==> config.mk <==
export PLATFORM = sky130hd
export DESIGN_NAME = mem_stage_ctrl
export DESIGN_NICKNAME = d
export VERILOG_FILES = /design/src/rtl/mem_stage_ctrl.sv
export SDC_FILE = /design/constraint.sdc
export NUM_CORES = 1
export LEC_CHECK = 0
export ABC_AREA = 1
export CORE_MARGIN = 1
export CORE_UTILIZATION = 44
export DETAILED_ROUTE_END_ITERATION = 6
export PLACE_DENSITY = 0.87
export SETUP_SLACK_MARGIN = 0.4
export SLEW_MARGIN = 20
export SYNTH_ARGS = -nofsm -noshare
export SYNTH_HDL_FRONTEND = slang
export SYNTH_SLANG_ARGS = --single-unit
==> constraint.sdc <==
create_clock -name clk -period 3.64 [get_ports clk]
set_input_delay 0.728 -clock clk [delete_from_list [all_inputs] [get_ports clk]]
set_output_delay 0.728 -clock clk [all_outputs]
set_load 0.005 [all_outputs]
==> src/rtl/mem_stage_ctrl.sv <==
// mem_stage_ctrl
//
// Sequencer for the MEM stage of the pipelined MIPS core. It watches the
// memory-control outputs of the EX/MEM register and runs each load/store
// against a multi-cycle data memory over a req/ack handshake. While an
// access is outstanding it freezes the upstream pipeline and bubbles
// MEM/WB. A watchdog aborts any access not acknowledged within TIMEOUT
// WAIT cycles, so the core cannot deadlock.
//
// Ports
//   clk          clock, all state updates on posedge
//   rst          synchronous active-low reset
//   mem_read_i   MemRead from EX/MEM
//   mem_write_i  MemWrite from EX/MEM
//   addr_i       byte address (ALU result) from EX/MEM
//   wdata_i      store data from EX/MEM
//   dm_req_o     request to data memory (high in WAIT)
//   dm_we_o      1 = write, 0 = read, valid while dm_req_o
//   dm_addr_o    latched address, valid while dm_req_o
//   dm_wdata_o   latched write data, valid while dm_req_o
//   dm_ack_i     single-cycle completion pulse from data memory
//   dm_rdata_i   read data, valid with dm_ack_i
//   rdata_o      registered load result for MEM/WB
//   stall_o      freezes PC, IF/ID, ID/EX, EX/MEM
//   bubble_o     forces MEM/WB control to NOP
//   err_o        sticky timeout flag, cleared only by reset

module mem_stage_ctrl #(
   parameter int TIMEOUT = 15
) (
   input  logic        clk,
   input  logic        rst,
   input  logic        mem_read_i,
   input  logic        mem_write_i,
   input  logic [31:0] addr_i,
   input  logic [31:0] wdata_i,
   output logic        dm_req_o,
   output logic        dm_we_o,
   output logic [31:0] dm_addr_o,
   output logic [31:0] dm_wdata_o,
   input  logic        dm_ack_i,
   input  logic [31:0] dm_rdata_i,
   output logic [31:0] rdata_o,
   output logic        stall_o,
   output logic        bubble_o,
   output logic        err_o
);

   localparam int CNT_W = $clog2(TIMEOUT + 1);
   localparam logic [CNT_W-1:0] CNT_MAX = CNT_W'(TIMEOUT - 1);

   typedef enum logic [1:0] {
      IDLE = 2'd0,
      WAIT = 2'd1,
      DONE = 2'd2
   } state_t;

   state_t           state;
   state_t           state_nxt;
   logic [CNT_W-1:0] cnt;
   logic             acc;

   assign acc = mem_read_i | mem_write_i;

   // State register
   always_ff @(posedge clk) begin
      if (!rst) begin
         state <= IDLE;
      end else begin
         state <= state_nxt;
      end
   end

   // Next-state logic; DONE never samples EX/MEM so the completing
   // instruction cannot retrigger an access.
   always_comb begin
      state_nxt = state;
      case (state)
         IDLE: begin
            if (acc) begin
               state_nxt = WAIT;
            end
         end
         WAIT: begin
            if (dm_ack_i || (cnt == CNT_MAX)) begin
               state_nxt = DONE;
            end
         end
         DONE: begin
            state_nxt = IDLE;
         end
         default: begin
            state_nxt = IDLE;
         end
      endcase
   end

   // Output decode. Stall is gated by rst so the pipeline is never held
   // while reset is asserted, even if the FSM is still in WAIT.
   always_comb begin
      stall_o  = 1'b0;
      dm_req_o = 1'b0;
      case (state)
         IDLE: stall_o = acc & rst;
         WAIT: begin
            stall_o  = rst;
            dm_req_o = 1'b1;
         end
         default: begin
            stall_o  = 1'b0;
            dm_req_o = 1'b0;
         end
      endcase
      bubble_o = stall_o;
   end

   // Request latches, watchdog counter and result/error registers.
   // Write wins when both MemRead and MemWrite are set.
   always_ff @(posedge clk) begin
      if (!rst) begin
         dm_addr_o  <= '0;
         dm_wdata_o <= '0;
         dm_we_o    <= 1'b0;
         cnt        <= '0;
         rdata_o    <= '0;
         err_o      <= 1'b0;
      end else begin
         case (state)
            IDLE: begin
               if (acc) begin
                  dm_addr_o  <= addr_i;
                  dm_wdata_o <= wdata_i;
                  dm_we_o    <= mem_write_i;
                  cnt        <= '0;
               end
            end
            WAIT: begin
               // Ack takes precedence over a timeout in the same cycle.
               if (dm_ack_i) begin
                  if (!dm_we_o) begin
                     rdata_o <= dm_rdata_i;
                  end
               end else if (cnt == CNT_MAX) begin
                  err_o   <= 1'b1;
                  rdata_o <= '0;
               end else begin
                  cnt <= cnt + CNT_W'(1);
               end
            end
            default: begin
            end
         endcase
      end
   end

endmodule

==> results.py <==
# Auto-generated metrics
metrics = {
    "status": {
        "status": "completed",
    },
    "critical_path": {
        "crit_path_max_incr_delay_ps": 590,
        "critical_path_required_ps": 2910,
        "r2r_end": "rdata_o[14]",
        "arrival_ps": 2300,
        "endpoint": "bubble_o",
        "crit_path_end_kind": "output port",
    },
    "final_timing": {
        "hold_slack_ps": 475,
        "setup_slack_ps": 607,
        "hold_violations": 0,
        "rsz0062_at_grt": "no",
        "worst_pin_slew_ps": 830,
        "setup_viol": 0,
        "max_freq_ghz": 0.330,
        "finalMaxSlewViolations": 0,
    },
    "detailed_routing": {
        "firstDrtPassIters": 7,
        "drt_iter0_markers": 104,
        "highest_layer": "met4",
        "viasPerCell": 4.58,
        "met1Wirelength_mm": 4.40,
        "met2_length_mm": 5.79,
        "via_count": 4243,
        "antenna_left": 0,
    },
    "yosys": {
        "top_cell_area_share_pct": 49.4,
        "mux_area_share_pct": 0,
        "flop_cell": "dfxtp_1",
        "ys_area_um2": 4220,
        "ys_sh_aoi_pct": 8.16,
        "synthArstFlopShare_pct": 0,
        "ys_cells": 610,
        "edf_count": 0,
        "netlist_instances": 610,
        "ys_sh_simple_pct": 31.5,
        "ys.flops": 104,
        "synth-xor-area-share_pct": 0,
        "largest_area_cell": "dfxtp_1",
        "postSynthAreaPerCell_um2": 6.91,
        "synthesis.nets": 713,
    },
    "cells_and_area": {
        "lay_top_count": "clkdlybuf4s50_1",
        "nets": 896,
        "seq_share_pct": 32.4,
        "nFlopsAndLatches": 104,
        "nNonClkInverters": 68,
        "layout-drive-gt1-share_pct": 3.76,
        "final.clkbuf_count": 10,
        "final_util_pct": 69.5,
        "top_regs": "dm_addr_o x32, dm_wdata_o x32, rdata_o x32",
        "seq_area_um2": 2080,
        "syn2layout_area_growth_pct": 52.3,
        "final_cells": 927,
    },
    "cts": {
        "clk_path_buf_depth": 2,
        "clock_sinks": 104,
        "numCtsBuffers": 9,
        "cts_tree": "built",
        "post_cts_buffers": 0,
        "hold_buffers": 0,
        "clk_pin_slew_worst_paths_ps": 90,
    },
    "power_and_ir_drop": {
        "vdd_ir_drop_max_v": 0.000268,
        "swShare_pct": 29.0,
        "powerDensity_nw_per_um2": 418,
        "combPwrFrac_pct": 25.9,
    },
    "run": {
        "drv_cap": 0,
        "warnings": 27,
    },
    "global_route": {
        "grt_busiest_layer": "met2",
        "grt_max_degree": 99,
        "antenna_found_initial": 0,
        "overflow": 0,
        "grt_use_met1_pct": 24.3,
        "use_met3_pct": 6.69,
        "grt_pass1_wl_mm": 18.1,
        "grt_pass1_vias": 4054,
    },
    "placement": {
        "place_area_um2": 6240,
        "dp_hpwl_mm": 8.19,
        "dp.cells": 911,
        "gp_congestion": 0.824,
    },
    "floorplan": {
        "core_area_um2": 9240,
        "fp.dieArea_um2": 9980,
        "die_h_um": 99.9,
    },
    "worst_hold_path": {
        "hold_depth": 2,
        "hp-class": "register to register",
    },
}
-- worst max-delay path, delay by kind of cell --
family	cells	cell delay, ps
AND-OR/OR-AND	1	290
AND/OR/NAND/NOR	1	120
buffers and inverters	4	1170
-- power groups by stage --
stage / logic (mW) / clock network [mW] / registers [mW]
after floorplan: 0.292 / 0 / 1.35
after global placement: 0.674 / 0 / 1.34
after detailed placement: 0.696 / 0 / 1.35
after CTS: 0.701 / 0.685 / 1.32
after global routing: 0.772 / 0.731 / 1.34
final: 0.696 / 0.664 / 1.32
-- cells in the mapped netlist, types with 3 or more instances --
cell type	number
dfxtp_1	104
buf_2	12
inv_1	66
nor2_1	199
buf_4	4
nand2_1	114
nand3_1	7
o21ai_0	64
clkbuf_1	15
buf_6	3
nand4_1	5
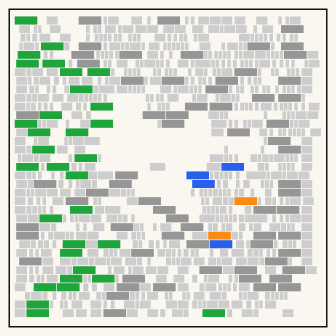
Fig. 1. Where the registers sit.
Other sequential cells in the stronger gray, the rest of the logic in the fainter gray.
legend:
  blue:
    signal: cnt
    flops: 4
  green:
    signal: dm_addr_o
    flops: 32
    where: a column on the left
  orange:
    signal: state
    flops: 2
not colored: 66

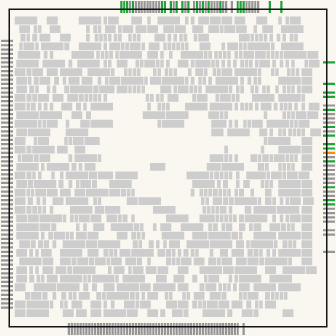
Fig. 2. Pin placement.
Pins as bars across the die edge, other pins in gray.
legend:
  orange:
    port: dm_req_o
    pins: 1
    direction: output
    edge: right
  green:
    port: rdata_o
    pins: 32
    direction: output
    edge: 19 top, 13 right

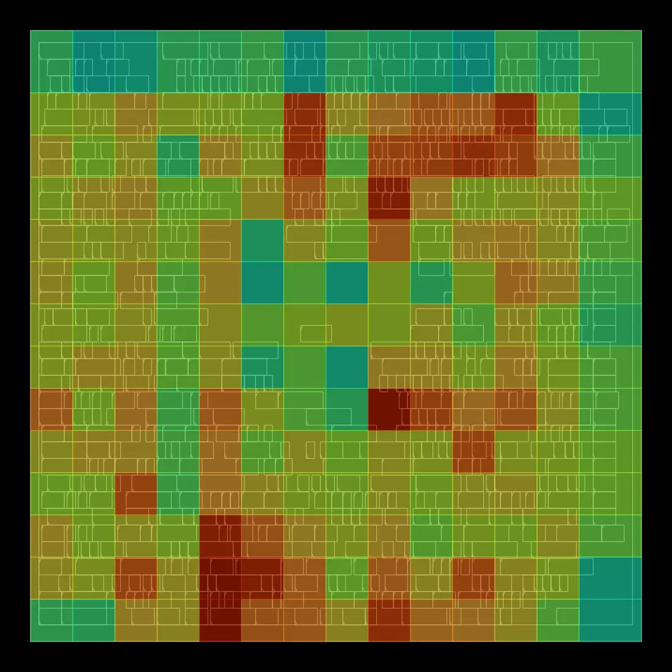
Fig. 3. Routing congestion map.
GRT Overall Usage: 22.4%
global routing usage on met2: 40.8%

Power and IR drop assume default switching activity.
